### src/rtl/data_memory_arbiter_pkg.sv
// Shared definitions for the data memory arbiter: FSM encoding, port ids,
// transaction fields and the legal data window used by DATA_ARB_RANGE_CHECK_EN.
package data_memory_arbiter_pkg;

    localparam int ADDR_W = 32;
    localparam int DATA_W = 32;
    localparam int FMT_W  = 3;

    typedef enum logic [1:0] {
        ST_IDLE   = 2'd0,
        ST_ACCESS = 2'd1,
        ST_RESP   = 2'd2
    } arb_state_e;

    localparam logic PORT_CORE = 1'b0;
    localparam logic PORT_SEC  = 1'b1;

    localparam logic [ADDR_W-1:0] DATA_BEGIN = 32'h0000_1000;
    localparam logic [ADDR_W-1:0] DATA_END   = 32'h0000_FFFF;

    typedef struct packed {
        logic              write;
        logic [FMT_W-1:0]  format;
        logic [ADDR_W-1:0] address;
        logic [DATA_W-1:0] wdata;
    } mem_req_t;

    function automatic logic in_data_range(input logic [ADDR_W-1:0] addr);
        return (addr >= DATA_BEGIN) && (addr <= DATA_END);
    endfunction

endpackage

### src/rtl/data_memory_arbiter_select.sv
// Purpose: fixed-priority (port 0 first) grant with port-1 starvation override.
// Latency: purely combinational; the caller registers grant and counter.
// Backpressure: none; the caller only samples the result while idle.
module data_arbiter_select
    import data_memory_arbiter_pkg::*;
#(
    parameter int MAX_BURST = 4,
    parameter int CNT_W     = 3
) (
    input  logic             p0_req,
    input  logic             p1_req,
    input  logic [CNT_W-1:0] cnt,
    output logic             grant_vld,
    output logic             grant_id,
    output logic [CNT_W-1:0] cnt_next
);

    logic cnt_limit;

    assign cnt_limit = (cnt == CNT_W'(MAX_BURST));
    assign grant_vld = p0_req | p1_req;

    always_comb begin
        grant_id = PORT_CORE;
        cnt_next = '0;
        if (p1_req && (cnt_limit || !p0_req)) begin
            grant_id = PORT_SEC;
            cnt_next = '0;
        end else if (p0_req) begin
            grant_id = PORT_CORE;
            // Only grants that make port 1 wait count toward starvation.
            if (p1_req) begin
                cnt_next = cnt_limit ? cnt : cnt + 1'b1;
            end
        end
    end

endmodule

### src/rtl/data_memory_arbiter.sv
// Purpose: two-port arbiter onto one data memory interface; DATA_ARB_RANGE_CHECK_EN adds window check.
// Latency: 3 cycles IDLE sample -> ACCESS -> RESP (ready pulse), one transaction per 3 cycles.
// Backpressure: requesters hold req and fields until their one-cycle ready pulse.
module data_memory_arbiter
    import data_memory_arbiter_pkg::*;
#(
    parameter int MAX_BURST = 4
) (
    input  logic              clock,
    input  logic              reset,

    input  logic              p0_req,
    input  logic              p0_write,
    input  logic [FMT_W-1:0]  p0_format,
    input  logic [ADDR_W-1:0] p0_address,
    input  logic [DATA_W-1:0] p0_wdata,
    output logic              p0_ready,
    output logic [DATA_W-1:0] p0_rdata,
    output logic              p0_error,

    input  logic              p1_req,
    input  logic              p1_write,
    input  logic [FMT_W-1:0]  p1_format,
    input  logic [ADDR_W-1:0] p1_address,
    input  logic [DATA_W-1:0] p1_wdata,
    output logic              p1_ready,
    output logic [DATA_W-1:0] p1_rdata,
    output logic              p1_error,

    output logic              mem_read_enable,
    output logic              mem_write_enable,
    output logic [FMT_W-1:0]  mem_format,
    output logic [ADDR_W-1:0] mem_address,
    output logic [DATA_W-1:0] mem_wdata,
    input  logic [DATA_W-1:0] mem_rdata
);

    localparam int CNT_W = $clog2(MAX_BURST + 1);

    arb_state_e        state_q, state_d;
    logic [CNT_W-1:0]  cnt_q, cnt_d;
    mem_req_t          lat_q, lat_d;
    logic              port_q, port_d;
    logic              err_q, err_d;
    logic [DATA_W-1:0] p0_rdata_q, p0_rdata_d;
    logic [DATA_W-1:0] p1_rdata_q, p1_rdata_d;

    mem_req_t          p0_fields, p1_fields, win_req;
    logic              grant_vld, grant_id;
    logic [CNT_W-1:0]  cnt_next;
    logic              range_err;

    assign p0_fields = '{write: p0_write, format: p0_format, address: p0_address, wdata: p0_wdata};
    assign p1_fields = '{write: p1_write, format: p1_format, address: p1_address, wdata: p1_wdata};
    assign win_req   = (grant_id == PORT_SEC) ? p1_fields : p0_fields;

    data_arbiter_select #(
        .MAX_BURST (MAX_BURST),
        .CNT_W     (CNT_W)
    ) u_select (
        .p0_req    (p0_req),
        .p1_req    (p1_req),
        .cnt       (cnt_q),
        .grant_vld (grant_vld),
        .grant_id  (grant_id),
        .cnt_next  (cnt_next)
    );

`ifdef DATA_ARB_RANGE_CHECK_EN
    assign range_err = !in_data_range(win_req.address);
`else
    assign range_err = 1'b0;
`endif

    always_ff @(posedge clock) begin
        if (reset) begin
            state_q    <= ST_IDLE;
            cnt_q      <= '0;
            lat_q      <= '0;
            port_q     <= PORT_CORE;
            err_q      <= 1'b0;
            p0_rdata_q <= '0;
            p1_rdata_q <= '0;
        end else begin
            state_q    <= state_d;
            cnt_q      <= cnt_d;
            lat_q      <= lat_d;
            port_q     <= port_d;
            err_q      <= err_d;
            p0_rdata_q <= p0_rdata_d;
            p1_rdata_q <= p1_rdata_d;
        end
    end

    always_comb begin
        state_d = state_q;
        case (state_q)
            ST_IDLE:   if (grant_vld) state_d = ST_ACCESS;
            ST_ACCESS: state_d = ST_RESP;
            ST_RESP:   state_d = ST_IDLE;
            default:   state_d = ST_IDLE;
        endcase
    end

    always_comb begin
        cnt_d      = cnt_q;
        lat_d      = lat_q;
        port_d     = port_q;
        err_d      = err_q;
        p0_rdata_d = p0_rdata_q;
        p1_rdata_d = p1_rdata_q;

        // Every idle cycle is an arbitration point, so the counter tracks p1_req there.
        if (state_q == ST_IDLE) begin
            cnt_d = cnt_next;
            if (grant_vld) begin
                lat_d  = win_req;
                port_d = grant_id;
                err_d  = range_err;
            end
        end

        if ((state_q == ST_ACCESS) && !lat_q.write && !err_q) begin
            if (port_q == PORT_SEC) begin
                p1_rdata_d = mem_rdata;
            end else begin
                p0_rdata_d = mem_rdata;
            end
        end
    end

    always_comb begin
        mem_read_enable  = 1'b0;
        mem_write_enable = 1'b0;
        p0_ready         = 1'b0;
        p1_ready         = 1'b0;
        p0_error         = 1'b0;
        p1_error         = 1'b0;
        case (state_q)
            ST_ACCESS: begin
                if (!err_q) begin
                    mem_write_enable = lat_q.write;
                    mem_read_enable  = !lat_q.write;
                end
            end
            ST_RESP: begin
                if (port_q == PORT_SEC) begin
                    p1_ready = 1'b1;
                    p1_error = err_q;
                end else begin
                    p0_ready = 1'b1;
                    p0_error = err_q;
                end
            end
            default: ;
        endcase
    end

    assign mem_format  = lat_q.format;
    assign mem_address = lat_q.address;
    assign mem_wdata   = lat_q.wdata;
    assign p0_rdata    = p0_rdata_q;
    assign p1_rdata    = p1_rdata_q;

endmodule

### config.mk
export PLATFORM = sky130hd
export DESIGN_NAME = data_memory_arbiter
export DESIGN_NICKNAME = d
export VERILOG_FILES = /design/src/rtl/data_memory_arbiter_pkg.sv /design/src/rtl/data_memory_arbiter_select.sv /design/src/rtl/data_memory_arbiter.sv
export SDC_FILE = /design/constraint.sdc
export NUM_CORES = 1
export LEC_CHECK = 0
export CAP_MARGIN = 20
export CORE_ASPECT_RATIO = 0.5
export CORE_MARGIN = 2
export CORE_UTILIZATION = 46
export DETAILED_ROUTE_END_ITERATION = 8
export MAX_ROUTING_LAYER = met4
export PLACE_DENSITY = 0.92
export SLEW_MARGIN = 5
export SYNTH_ARGS = -nofsm -noshare
export SYNTH_HDL_FRONTEND = slang
export SYNTH_SLANG_ARGS = --single-unit
export TNS_END_PERCENT = 30
### constraint.sdc
create_clock -name clock -period 3.95 [get_ports clock]
set_input_delay 0.9875 -clock clock [delete_from_list [all_inputs] [get_ports clock]]
set_output_delay 0.9875 -clock clock [all_outputs]
set_load 0.05 [all_outputs]
==> results.txt, run 1 <==
Physical implementation status

The cell count listed in synth_stat.txt stands at 807. After synthesis, the largest area contributor takes up 39.3% of total cell area. Yosys mapped the design onto 33 distinct sky130hd cell types. The layout overhead on the synthesized area stands at 44.7%. Looking at the critical path, the single cell with the biggest stage delay is sky130_fd_sc_hd__clkdlybuf4s50_1.

For flop-to-flop paths, the worst setup slack is 1.73 ns. The met1 layer wirelength in the final routing stands at 9260 um. STA classifies the critical path endpoint as an output pin. In the final design database the tool counted 1156 nets. The detailed router used layers up to and including met4. The flow ran to the end, and the final reports show no timing, DRC or antenna violations.

The commonest register cell is sky130_fd_sc_hd__dfxtp_1. The adder-cell area share of the yosys netlist stands at 0.356%. Counting pins that exceed their max-slew limit in the final report gives 0. Each instance of the synthesized netlist takes up on average 8.72 um2. The instance count of the mapped netlist stands at 807. In this run the worst setup path terminates at p0_ready. Counting both buffers and inverters, the worst setup path holds a total of 1. The wire length on met3 stands at 1470 um.

The met1 track utilization from global routing stands at 32.5%. The number of antenna cells inserted stands at 0. OpenSTA lists the critical path startpoint as state_q[1].

In the global route stage, met3 resource usage came out at 5.90%. The registers of the reported paths see a clock transition of 0.06 ns. Buffers added to address setup during post-CTS repair amount to 0. The clock insertion delay at the later pin of the skew report stands at 0.41 ns. Sequential cells account for 36.1% of the total power. The pre-placement core utilization stands at 47.9%. The final setup TNS stands at 0 ns. The switching power share of the total stands at 35.3%. STA classifies the critical path startpoint as a register. The total core area stands at 0.0147 mm2. The fraction of final layout cells sized beyond drive strength 1 stands at 7.54%.

The layout filler cell count stands at 1078.
[run 1: cell type report]
class                           instances  area, um2  share of cell area (%)
Sequential cell                       138       2760                    27.1
Clock buffer                           18        429                    4.21
Timing Repair Buffer                  323       3240                    31.8
Multi-Input combinational cell        499       3370                    33.1
Inverter                                3       11.3                   0.111
Tap cell                              198        248                    2.43
Clock inverter                         14        126                    1.24
[run 1: placed cells by master (no fill, tap or decap), types with 4 or more instances in the layout]
| cell type | instances |
|---|---|
| sky130_fd_sc_hd__a21oi_1 | 136 |
| sky130_fd_sc_hd__a2111oi_4 | 17 |
| sky130_fd_sc_hd__nand2_1 | 131 |
| sky130_fd_sc_hd__clkbuf_16 | 17 |
| sky130_fd_sc_hd__nor4_1 | 68 |
| sky130_fd_sc_hd__nor4b_1 | 69 |
| sky130_fd_sc_hd__dfxtp_1 | 138 |
| sky130_fd_sc_hd__clkdlybuf4s50_1 | 304 |
| sky130_fd_sc_hd__buf_12 | 4 |
| sky130_fd_sc_hd__buf_4 | 14 |
| sky130_fd_sc_hd__a2111oi_0 | 51 |
| sky130_fd_sc_hd__inv_6 | 6 |
[run 1: worst min-delay path by stage]
stage / slack, ns / cells past startpoint / end / start
2_1_floorplan: 0.45 / 2 / cnt_q[1] / cnt_q[1]
3_3_place_gp: 0.44 / 2 / p1_rdata[12] / p1_rdata[12]
3_5_place_dp: 0.45 / 2 / p1_rdata[5] / p1_rdata[5]
4_1_cts: 0.46 / 2 / p1_rdata[5] / p1_rdata[5]
5_1_grt: 0.47 / 2 / p1_rdata[5] / p1_rdata[5]
6_report: 0.45 / 2 / p1_rdata[30] / p1_rdata[30]
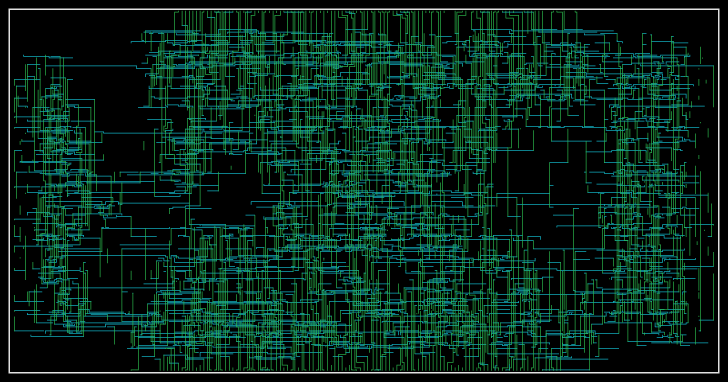
(run_1/metal_stack.png)
Two of the layers only.
| color | layer | wire length |
|---|---|---|
| green | met2 | 11700 um |
| cyan | met1 | 9260 um |
final routed wire length divided by cell count: 19.8 um
global-route usage over all layers: 28.7%
total routed wirelength: 23600 um

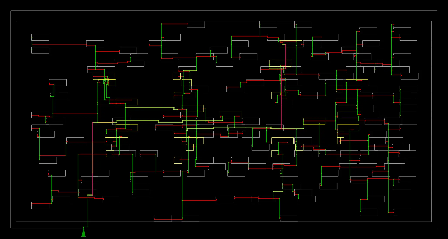
(run_1/final_clocks.png)
P_clk: 1.52 mW
total clock buffers created by CTS: 17
number of clock buffers in the layout: 18
clock tree sinks: 138

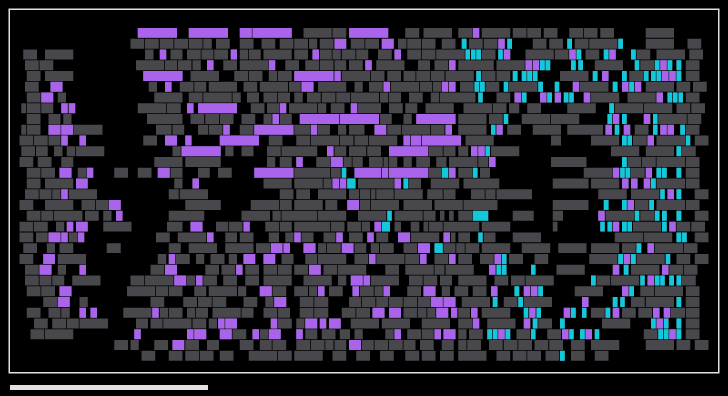
(run_1/gate_families.png)
Bar = 50 um.
| color | family | cells |
|---|---|---|
| purple | inverting AOI/OAI gates | 207 |
| cyan | NAND gates | 136 |
post-route insts no fill: 1193
logic share of the area: 33.1%

==> run 2, diff against run 1 <==
Settings changed: CORE_UTILIZATION 46 to 43, PLACE_DENSITY 0.92 to 0.87.
Clock period 3.95 ns to 3.1 ns, I/O delays scaled along.
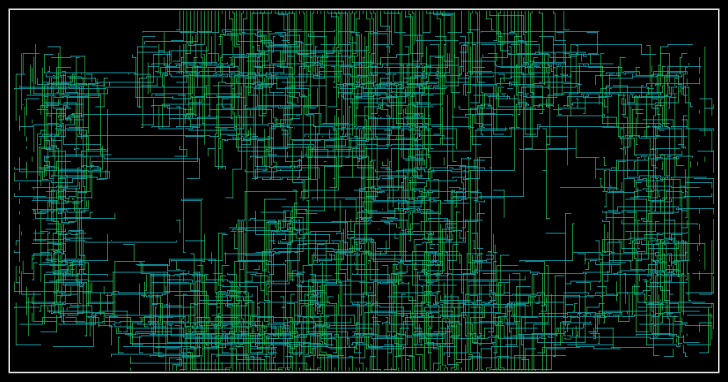
(run_2/metal_stack.png)
Two of the layers only.
total routed wirelength: 22900 um
final routed wire length divided by cell count: 18.7 um
vias after detailed routing: 7052

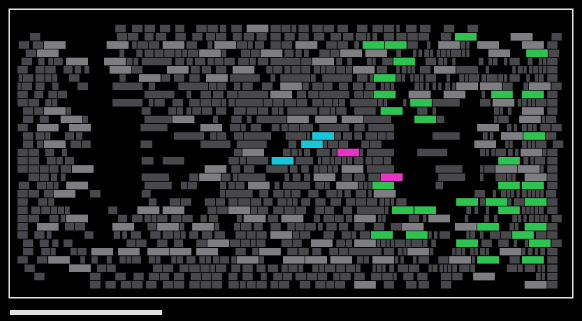
(run_2/registers.png)
Bar = 50 um. Other sequential cells in the stronger gray, the rest of the logic in the fainter gray.
| color | signal | sequential cells |
|---|---|---|
| cyan | cnt_q | 3 |
| magenta | state_q | 2 |
| green | p1_rdata | 32 |

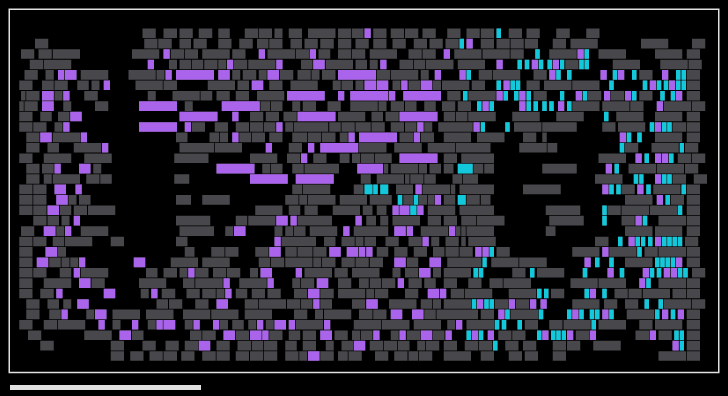
(run_2/gate_families.png)
Bar = 50 um.
| color | family | cells |
|---|---|---|
| purple | inverting AOI/OAI gates | 207 |
| cyan | NAND gates | 136 |
post-route insts no fill: 1221
logic share of the area: 32.7%

==> results.txt, run 2 <==
Physical implementation status

STA classifies the critical path startpoint as a register. After detailed routing, no signal wire sits above met4. The number of buffers inserted during clock tree synthesis stands at 17 (unchanged). The final net count stands at 1161 (+0.43%). The area share of the largest cell type after synthesis is 39.3% (unchanged).

The number of sinks on the clock net is 138 (unchanged). The storage element area is 0.00276 mm2 (unchanged). The reg2reg setup slack came to 0.91 ns (-0.82 ns). The clock insertion delay at the later pin of the skew report stands at 0.41 ns (about the same). Ranking logic cells in the layout by count gives the top entries sky130_fd_sc_hd__clkdlybuf4s50_1, sky130_fd_sc_hd__dfxtp_1, sky130_fd_sc_hd__a21oi_1. The post-CTS setup buffer count stands at 0 (unchanged). The pre-placement core utilization is 44.8% (-3.0 points). The number of antenna cells inserted stands at 0 (unchanged).

The final setup TNS stands at 0 ns (unchanged). The instance count of the mapped netlist stands at 807 (unchanged). The met1 layer wirelength in the final routing was 9350 um (+1.1%). The instance count along the most critical hold path came to 2 (unchanged). The overall fraction of global-route tracks in use is 26.3% (-2.3 points). The average cell area after synthesis is 8.72 um2 (unchanged). The fraction of final layout cells sized beyond drive strength 1 stands at 8.00% (+0.46 points). The total clock network power stands at 2.01 mW (+32%).

The sequential group share of total power came to 35.6% (-0.5 points). The clock transition at the register clock pins on the worst setup and hold paths after CTS was 0.07 ns (about the same). The run finished with clean final reports. The capture point of the critical path was reported as p0_ready. The wire length on met3 is 1340 um (-8.5%).

In this run the worst setup path begins at state_q[1]. Looking at the critical path, the single cell with the biggest stage delay is sky130_fd_sc_hd__clkdlybuf4s50_1. Per the synth stats, the flop cell with the highest instance count is sky130_fd_sc_hd__dfxtp_1. The switching power share of the total stands at 34.4% (-0.86 points). The fraction of met3 tracks used by global routing is 4.47% (-1.4 points). The cell count listed in synth_stat.txt stands at 807 (unchanged).

The max-slew violation count came to 0 (unchanged). For the worst setup path, the data required time is 2.32 ns. The endpoint of the worst hold path is reported as p0_rdata[21]. The multi-input combinational cell area stands at 0.00337 mm2 (unchanged). The worst setup path is captured at an output pin. Per the run report, area growth between synthesis and finish was 46.4%. The adder-cell area share of the yosys netlist stands at 0.356% (unchanged). Leaving out fill and tap cells, the most frequent cell in the layout is sky130_fd_sc_hd__clkdlybuf4s50_1. The total power of the final layout stands at 5.62 mW. The total power density per cell area stands at 545 mW/mm2. Looking at hold timing, the worst path starts from p0_rdata[21]. The layout filler cell count stands at 1247 (+16%).
==> run 2: netlist changes by cell type in the layout (fill, tap and decap cells not counted) <==
cell and change:
sky130_fd_sc_hd__buf_8 -1, sky130_fd_sc_hd__inv_6 -3, sky130_fd_sc_hd__bufinv_16 +1, sky130_fd_sc_hd__clkinv_4 +1, sky130_fd_sc_hd__buf_12 +1, sky130_fd_sc_hd__buf_4 +4
sky130_fd_sc_hd__buf_16 +1, sky130_fd_sc_hd__clkinvlp_4 -1, sky130_fd_sc_hd__inv_8 +2
==> run 2: through the flow <==
| step | area [um2] | util (%) | setup slack (ns) | cells | hold WS, ns |
|---|---|---|---|---|---|
| after global placement | 9700 | 61.8 | 0.481 | 1188 | 0.441 |
| after global routing | 10300 | 65.7 | 0.128 | 1221 | 0.475 |
| after floorplan | 7040 | - | 0.748 | 808 | 0.449 |
| after detailed placement | 9720 | 61.9 | 0.388 | 1189 | 0.447 |
| after CTS | 10300 | 65.7 | 0.206 | 1221 | 0.457 |
| final | 10300 | 65.7 | 0.233 | 1221 | 0.452 |
==> run 2: cells by family after synthesis <==
logic type / Yosys count
and+or+nand+nor: 287
AOI/OAI and AO/OA: 208
buffers and inverters: 171
DFF: 138
adders and majority gates: 2
other: 1
==> run 2: final cells by class <==
| type | count | area share [%] |
|---|---|---|
| clock inverter | 14 | 1.49 |
| sequential | 138 | 26.8 |
| timing repair buffer | 328 | 32.1 |
| multi-input combinational | 499 | 32.7 |
| tap | 221 | 2.68 |
| inverter | 3 | 0.109 |
| clock buffer | 18 | 4.16 |
==> run 2: worst max-delay path, delay by kind of cell (launching register included) <==
family,cells,cell delay (ns)
buffers and inverters,1,0.86
flip-flops,1,0.59
AND/OR/NAND/NOR,1,0.23
==> run 3, diff against run 2 <==
Settings changed: CORE_UTILIZATION 43 to 46, PLACE_DENSITY 0.87 to 0.92.
Clock period 3.1 ns to 3.61 ns, I/O delays scaled along.
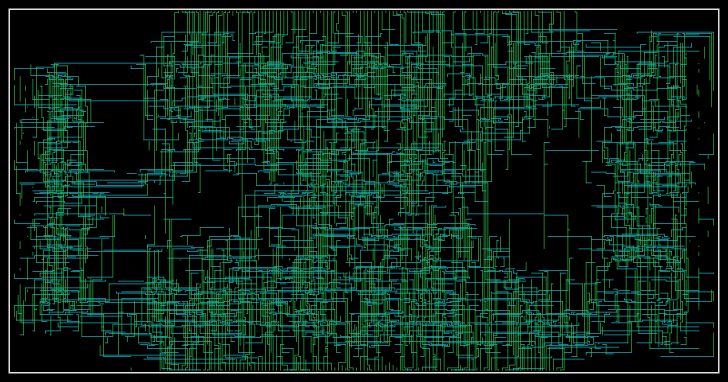
(run_3/metal_stack.png)
Two of the layers only.
total routed wirelength: 23300 um
final routed wire length divided by cell count: 19.4 um
global-route usage over all layers: 28.5%
vias after detailed routing: 7125

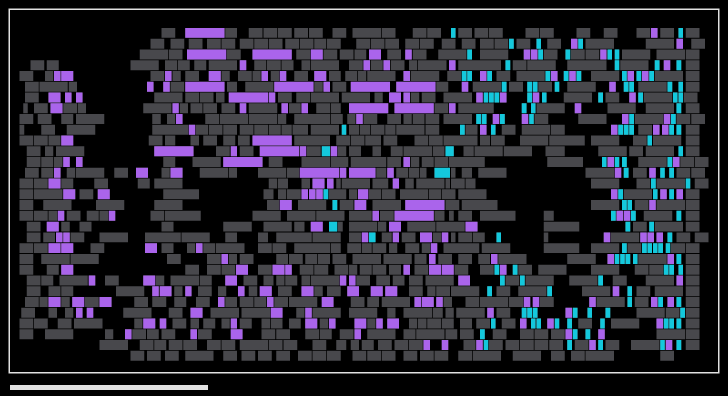
(run_3/gate_families.png)
Bar = 50 um.
| color | family | cells |
|---|---|---|
| purple | inverting AOI/OAI gates | 207 |
| cyan | NAND gates | 136 |
post-route insts no fill: 1198
logic share of the area: 32.9%
most frequent logic cell in the layout: sky130_fd_sc_hd__clkdlybuf4s50_1

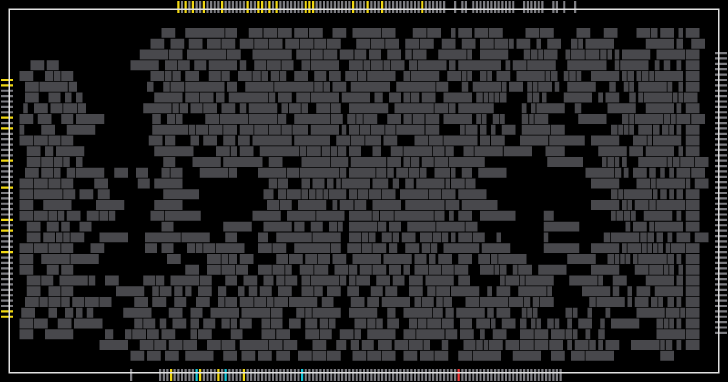
(run_3/pins.png)
Pins as bars across the die edge, other pins in gray.
| color | port | pins | direction | edge |
|---|---|---|---|---|
| red | mem_write_enable | 1 | output | south |
| yellow | mem_wdata | 32 | output | 17 north, 11 west, 4 south |
| cyan | mem_format | 3 | output | south |
all pins by edge: 112 south, 99 north, 53 east, 45 west
IO buf count: 306
die width: 179 um

==> results.txt, run 3 <==
Physical implementation status

The count of unique library cells instantiated by Yosys stands at 33. The largest total area in the synthesized netlist belongs to sky130_fd_sc_hd__dfxtp_1. STA classifies the critical path endpoint as an output pin. Entering global routing, the biggest net connects 67 pins. The required time of the critical path came to 2.71 ns (+0.39 ns).

The worst supply voltage drop on vdd stands at 0.000281 V. The max-slew violation count came to 0 (unchanged). The fraction of met3 tracks used by global routing stands at 4.94% (+0.47 points).

The wire length on met3 came to 1430 um (+6.3%). The worst hold slack after final layout stands at 0.453 ns (+0.000402 ns). The worst setup timing slack at the placement stage stands at 0.728 ns (+0.340 ns). The worst setup path is of the reg2out kind. The clock insertion delay at the later pin of the skew report stands at 0.41 ns (about the same). The report puts the hold buffer count at CTS at 0. The worst setup path is launched from a register.

Note that the worst hold path type here is reg2reg. The synthesis report gives the async set-or-reset register share as 0%. The fraction of final layout cells sized beyond drive strength 1 stands at 8.00% (unchanged). The synthesis report names the predominant flop master as sky130_fd_sc_hd__dfxtp_1. After detailed routing, no signal wire sits above met4.

The flow ran to the end, and the final reports show no timing, DRC or antenna violations. The final setup TNS is 0 ns (unchanged). The number of sinks on the clock net is 138 (unchanged). The total power of the final layout stands at 4.82 mW (-14%). The cell count after placement stands at 1165 (-2.0%).

The instance count of the mapped netlist came to 807 (unchanged). The met1 layer wirelength in the final routing stands at 8990 um (-3.9%). The post-placement cell area stands at 0.00964 mm2 (-0.84%). The number of antenna cells inserted was 0 (unchanged).

The clock transition at the register clock pins on the worst setup and hold paths after CTS is 0.06 ns (about the same). Per the cell usage report, the commonest logic cells after layout are sky130_fd_sc_hd__clkdlybuf4s50_1, sky130_fd_sc_hd__dfxtp_1, sky130_fd_sc_hd__a21oi_1. The pre-placement core utilization is 47.9% (+3.0 points). The share of the core filled with cells came to 69.7% (+4.0 points). The area share of the largest cell type after synthesis was 39.3% (unchanged).

Tracing the worst setup path back leads to its startpoint at state_q[1]. The post-CTS setup buffer count stands at 0 (unchanged). The final worst slack stands at 0.551 ns (+0.318 ns). According to the timing report, the critical path is captured at p0_ready. After synthesis, the chip area reported by Yosys is 0.00704 mm2. The reg2reg setup slack stands at 1.49 ns (+0.58 ns). The flow measured a signed area growth from synthesis to layout of 45.6%.

Across the routed clock network, the largest skew measured is 0.00738 ns. The final net count came to 1161 (unchanged). The average cell area after synthesis stands at 8.72 um2 (unchanged). The number of buffers inserted during clock tree synthesis stands at 17 (unchanged).

The post-route cell area stands at 0.0102 mm2 (-0.59%). The count of state elements after synthesis stands at 138. The total power density per cell area was 470 mW/mm2 (-14%).
run 3: cell types whose count changed in the layout (fill, tap and decap cells not counted), sizes merged:
cell	change
clkinv	-1
inv	-2
clkbuf	+1
clkinvlp	+2
run 3: worst max-delay path, stage by stage (launching register included):
cell                              delay [ns]
sky130_fd_sc_hd__dfxtp_1                0.62
sky130_fd_sc_hd__nor3b_1                0.26
sky130_fd_sc_hd__clkdlybuf4s50_1        0.87
run 3: power by group:
group	total (mW)	switching (mW)	internal, mW
combinational	1.38	0.843	0.535
sequential	1.72	0.0775	1.64
clock	1.72	0.737	0.985
run 3: cell type report:
type | instances | area (um2)
Inverter | 3 | 11.3
Fill cell | 1099 | 4460
Clock buffer | 19 | 443
Clock inverter | 13 | 133
Timing Repair Buffer | 328 | 3280
Sequential cell | 138 | 2760
Tap cell | 198 | 248
Multi-Input combinational cell | 499 | 3370
run 3: kinds of logic (layout without fill, tap and decap cells):
group / after synthesis / in the layout / synth area share [%]
buf+inv: 171 / 363 / 13.8
fa+ha+maj: 2 / 2 / 0.355
compound gates: 208 / 208 / 23.1
simple gates: 287 / 287 / 23.4
other cells: 1 / 2 / 0.0533
flops: 138 / 138 / 39.3
run 3: worst min path at each step:
stage,from,end,slack (ns),depth (start not counted)
6_report,p0_rdata[29],p0_rdata[29],0.45,2
4_1_cts,p0_rdata[13],p0_rdata[13],0.46,2
3_3_place_gp,p0_rdata[6],p0_rdata[6],0.44,2
3_5_place_dp,p0_rdata[13],p0_rdata[13],0.45,2
5_1_grt,p1_rdata[14],p1_rdata[14],0.47,2
2_1_floorplan,cnt_q[1],cnt_q[1],0.45,2
Power and IR drop assume default switching activity.
